Run 1, routing congestion map:
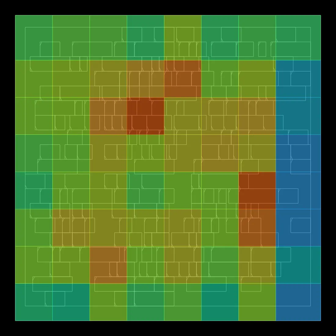
Run 1, gate families picked out:
Scale bar: 20 µm.
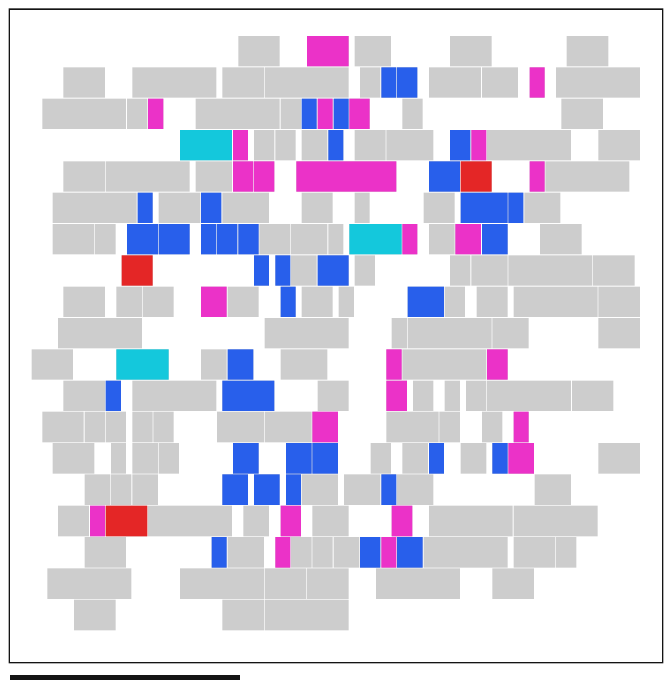
Run 1, M3 wires:
Scale bar: 20 µm.
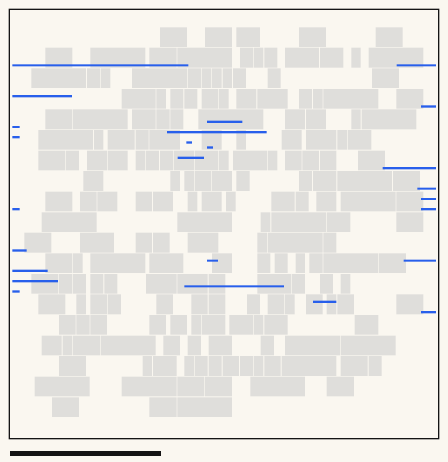
==> config.mk <==
export PLATFORM = sky130hd
export DESIGN_NAME = vga_sync
export DESIGN_NICKNAME = d
export VERILOG_FILES = /design/src/rtl/vga_timing_pkg.sv /design/src/rtl/vga_counter.sv /design/src/rtl/vga_sync.sv
export SDC_FILE = /design/constraint.sdc
export NUM_CORES = 1
export LEC_CHECK = 0
export CAP_MARGIN = 20
export CORE_MARGIN = 1.5
export CORE_UTILIZATION = 50
export CTS_BUF_LIST = sky130_fd_sc_hd__clkbuf_2 sky130_fd_sc_hd__clkbuf_4 sky130_fd_sc_hd__clkbuf_8
export DETAILED_ROUTE_END_ITERATION = 6
export HOLD_SLACK_MARGIN = 0.12
export PLACE_DENSITY_LB_ADDON = 0.12
export SLEW_MARGIN = 5
export SYNTH_ARGS = -nofsm -noshare
export SYNTH_HDL_FRONTEND = slang
export SYNTH_SLANG_ARGS = --single-unit
==> constraint.sdc <==
create_clock -name clk -period 4.5 [get_ports clk]
set_input_delay 1.125 -clock clk [delete_from_list [all_inputs] [get_ports clk]]
set_output_delay 1.125 -clock clk [all_outputs]
set_load 0.01 [all_outputs]
==> results.txt <==
From the run reports.

- The per-cell via count in the routed design is 5.82.
- The max-slew headroom at the worst pin is 0.575.
- The biggest cell category by area in the final layout is multi-input combinational cells.
- The clock network power is 103 µW.
- The and-or/or-and share of the synthesized area is 0.168.
- The number of detailed-route iterations in the first pass is 4.
- Warnings raised by the tools during the run amount to 27.
- The number of H-tree branching levels reads 1.
- TritonRoute reported its final design rule violation total as 0.
- The smallest setup slack after layout is 1.84 ns.
- The maximum VDD drop reads 0.000205 V.
- The quantity of gates resized following cts reads 0.
- The relative area of clock buffers and inverters in the final design reads 0.0161.
- The floorplan utilization reads 0.526.
- The cell area after technology mapping is 1440 µm².
- The wire length of the first global-routing pass reads 4.97 mm.
- Power attributed to sequential cells is 264 µW.
- Looking at the critical path, the highest net fanout was 13.
- The instance count after placement with tap cells included is 220.
- The number of warnings printed during yosys synthesis is 0.
- The number of global-route vias before repair is 1105.
- The class of the tightest hold or removal check is reg -> reg.
- The clock passes through at most 2 buffers.
- The heaviest power group is sequential cells.
- The worst path needs 2.66 ns of the cycle, external delays included.
- The layout summary lists the proportion of cells stronger than drive strength 1 as 0.0881.
- The worst setup path is captured at a flop.
- The area share of the largest cell type after synthesis is 0.348.
- Setup repair after global routing left no endpoint under its margin.
- CTS added clock buffers totalling 3.
- Listed in order, past its start point the critical path passes clkdlybuf4s50_1, nand4_2, or2_2, nand3b_1, o21ai_0, nand4b_1.
- The length in cells of the worst reg-to-reg path reads 7.
- The switching power is 176 µW.
- In the post-synthesis netlist, the biggest area contributors are dfxtp_1 (35%), o21ai_0 (4.2%), nand2_1 (4.2%), a21oi_1 (3.5%), nand4_1 (3.5%).
- The layout-stage area growth over the synthesis result reads 19.1%.
- The final-layout fill cell count is 232.
- The number of antenna-violating nets in the routed design reads 0.
- The power density over cell area reads 309 nW/µm².
- The source-to-sink clock delay at the later pin of the worst-skew pair reads 0.32 ns.
- The storage element area is 500 µm².
- The net switching fraction of the power reads 0.333.
- The count of multi-input gates reads 131.
- Counting the inverters off the clock network in the layout gives 6.
- Note, the detailed placer reported a final HPWL of 2.18 mm.
- The number of nets in the finished design is 200.
- The area fraction in full adders, half adders and majority gates reads 0.0261.
- In the synthesized netlist, the cells that appear most often are dfxtp_1 (25), nand2_1 (16), nor2_1 (12), o21ai_0 (12), a21oi_1 (10).
- The sequential cell area share reads 0.292.
- The setup total negative slack reads 0 ns.
- The detailed router's first-iteration violation count is 33.
- The mux contribution to synthesized area reads 0.
- The die is 56.6 µm tall.
- The worst setup path is of the in -> reg kind.
- The total inserted antenna cells is 0.
- The required time of the critical path is 4.72 ns.
- The register-to-register path setup slack is 2.40 ns.
- The run finished with clean final reports.
- The power report attributes to the sequential group a share of 0.498.
- In this run the static leakage power is 0.000615 µW.
- Per the post-synthesis report, the nets total 178.
- The share of total power in combinational logic is 0.307.
- Of the total synthesized cell area, the portion taken by XOR and XNOR cells is 0.0487.
- The internal power consumption reads 353 µW.
- TritonRoute output was used to compute an average wire per cell of 13.3 µm.
- By area, the combinational part of the netlist is dominated by simple AND/OR/NAND/NOR gates.
- The die area reads 3210 µm².
- The clock tree has to reach 25 sinks.
- The final critical-path share of the clock period is 0.592.
- Looking at the clock tree report, the root buffer type is clkbuf_4.
- Post-CTS timing repair inserted 0 buffers for setup.
- The layout has 27 buffers outside the clock class.
- The library cell contributing the largest single delay on the critical path reads clkdlybuf4s50_1.
- The placement-stage worst setup slack is 1.50 ns.
- After synthesis the netlist holds a flip-flop and latch count of 25.
- The buffering stage count on the worst path with inverters included reads 1.
- The tightest hold path in the finished design has a slack of 0.567 ns.
- The final timing report lists clock skew as 0.00985 ns.
- The width of the die reads 56.6 µm.
- The share of async-settable or async-resettable flops after synthesis is 0.
- Buffers placed on the I/O ports in this run total 27.
- The reported max-cap violation count reads 0.
- The arrival time of the worst setup path is 2.89 ns.
- The CTS tree is built.
- The proportion of power drawn by the clock network is 0.195.
- The hold-critical path depth is 1.
- The inserted tap cell count reads 31.
- The maximum clock frequency is 0.376 GHz.
Notes on 'routing congestion map' above:
utilization of the core after routing: 0.626
layer with the highest usage after global routing: met2
global-route track usage on met3: 0.0300
global-route usage over all layers: 0.193
global routing met2 resource utilization: 0.294

Notes on 'gate families picked out' above:
[magenta] NOR gates | cells: 25 | most used: nor2_1
[red] AND-OR and OR-AND gates | cells: 3 | most used: a21o_1
[blue] NAND gates | cells: 37 | most used: nand2_1
[cyan] adder and majority cells | cells: 3 | most used: ha_1
combinational fraction of the cell area: 0.498
most numerous logic cell after layout: clkdlybuf4s50_1
count of placed standard cells in the final layout, fillers left out: 224

Notes on 'M3 wires' above:
nets with wire on the layer: 22
longest straight run: 23.0 µm
main direction: horizontal
wire length on this layer: 108 µm
share of all routed wire: 3.6%
Via Count: 1303
Total Routed Length: 2.99 mm

==> run 1: logic make-up (layout without fill, tap and decap cells) <==
| kind of cell | after synthesis | count (layout) |
|---|---|---|
| flip-flops | 25 | 25 |
| AND-OR/OR-AND | 39 | 39 |
| XOR/XNOR | 8 | 8 |
| buffers and inverters | 16 | 37 |
| adder cells (fa/ha/maj) | 3 | 3 |
| AND/OR/NAND/NOR | 81 | 81 |
==> run 1: through the flow <==
stage	instance area (µm²)	power, µW	util
final	1710	529	0.626
after global placement	1680	427	0.616
after detailed placement	1680	429	0.616
after CTS	1710	533	0.626
after floorplan	1440	381	-
after global routing	1710	562	0.626
==> run 1: per-layer routing <==
metal / share of wire / GRT usage
met5: 0 / 0
met4: 0.0094 / 0.0510
met3: 0.036 / 0.0300
met2: 0.43 / 0.294
met1: 0.52 / 0.284
No activity file was given, so power comes from the tool's default toggle rates.
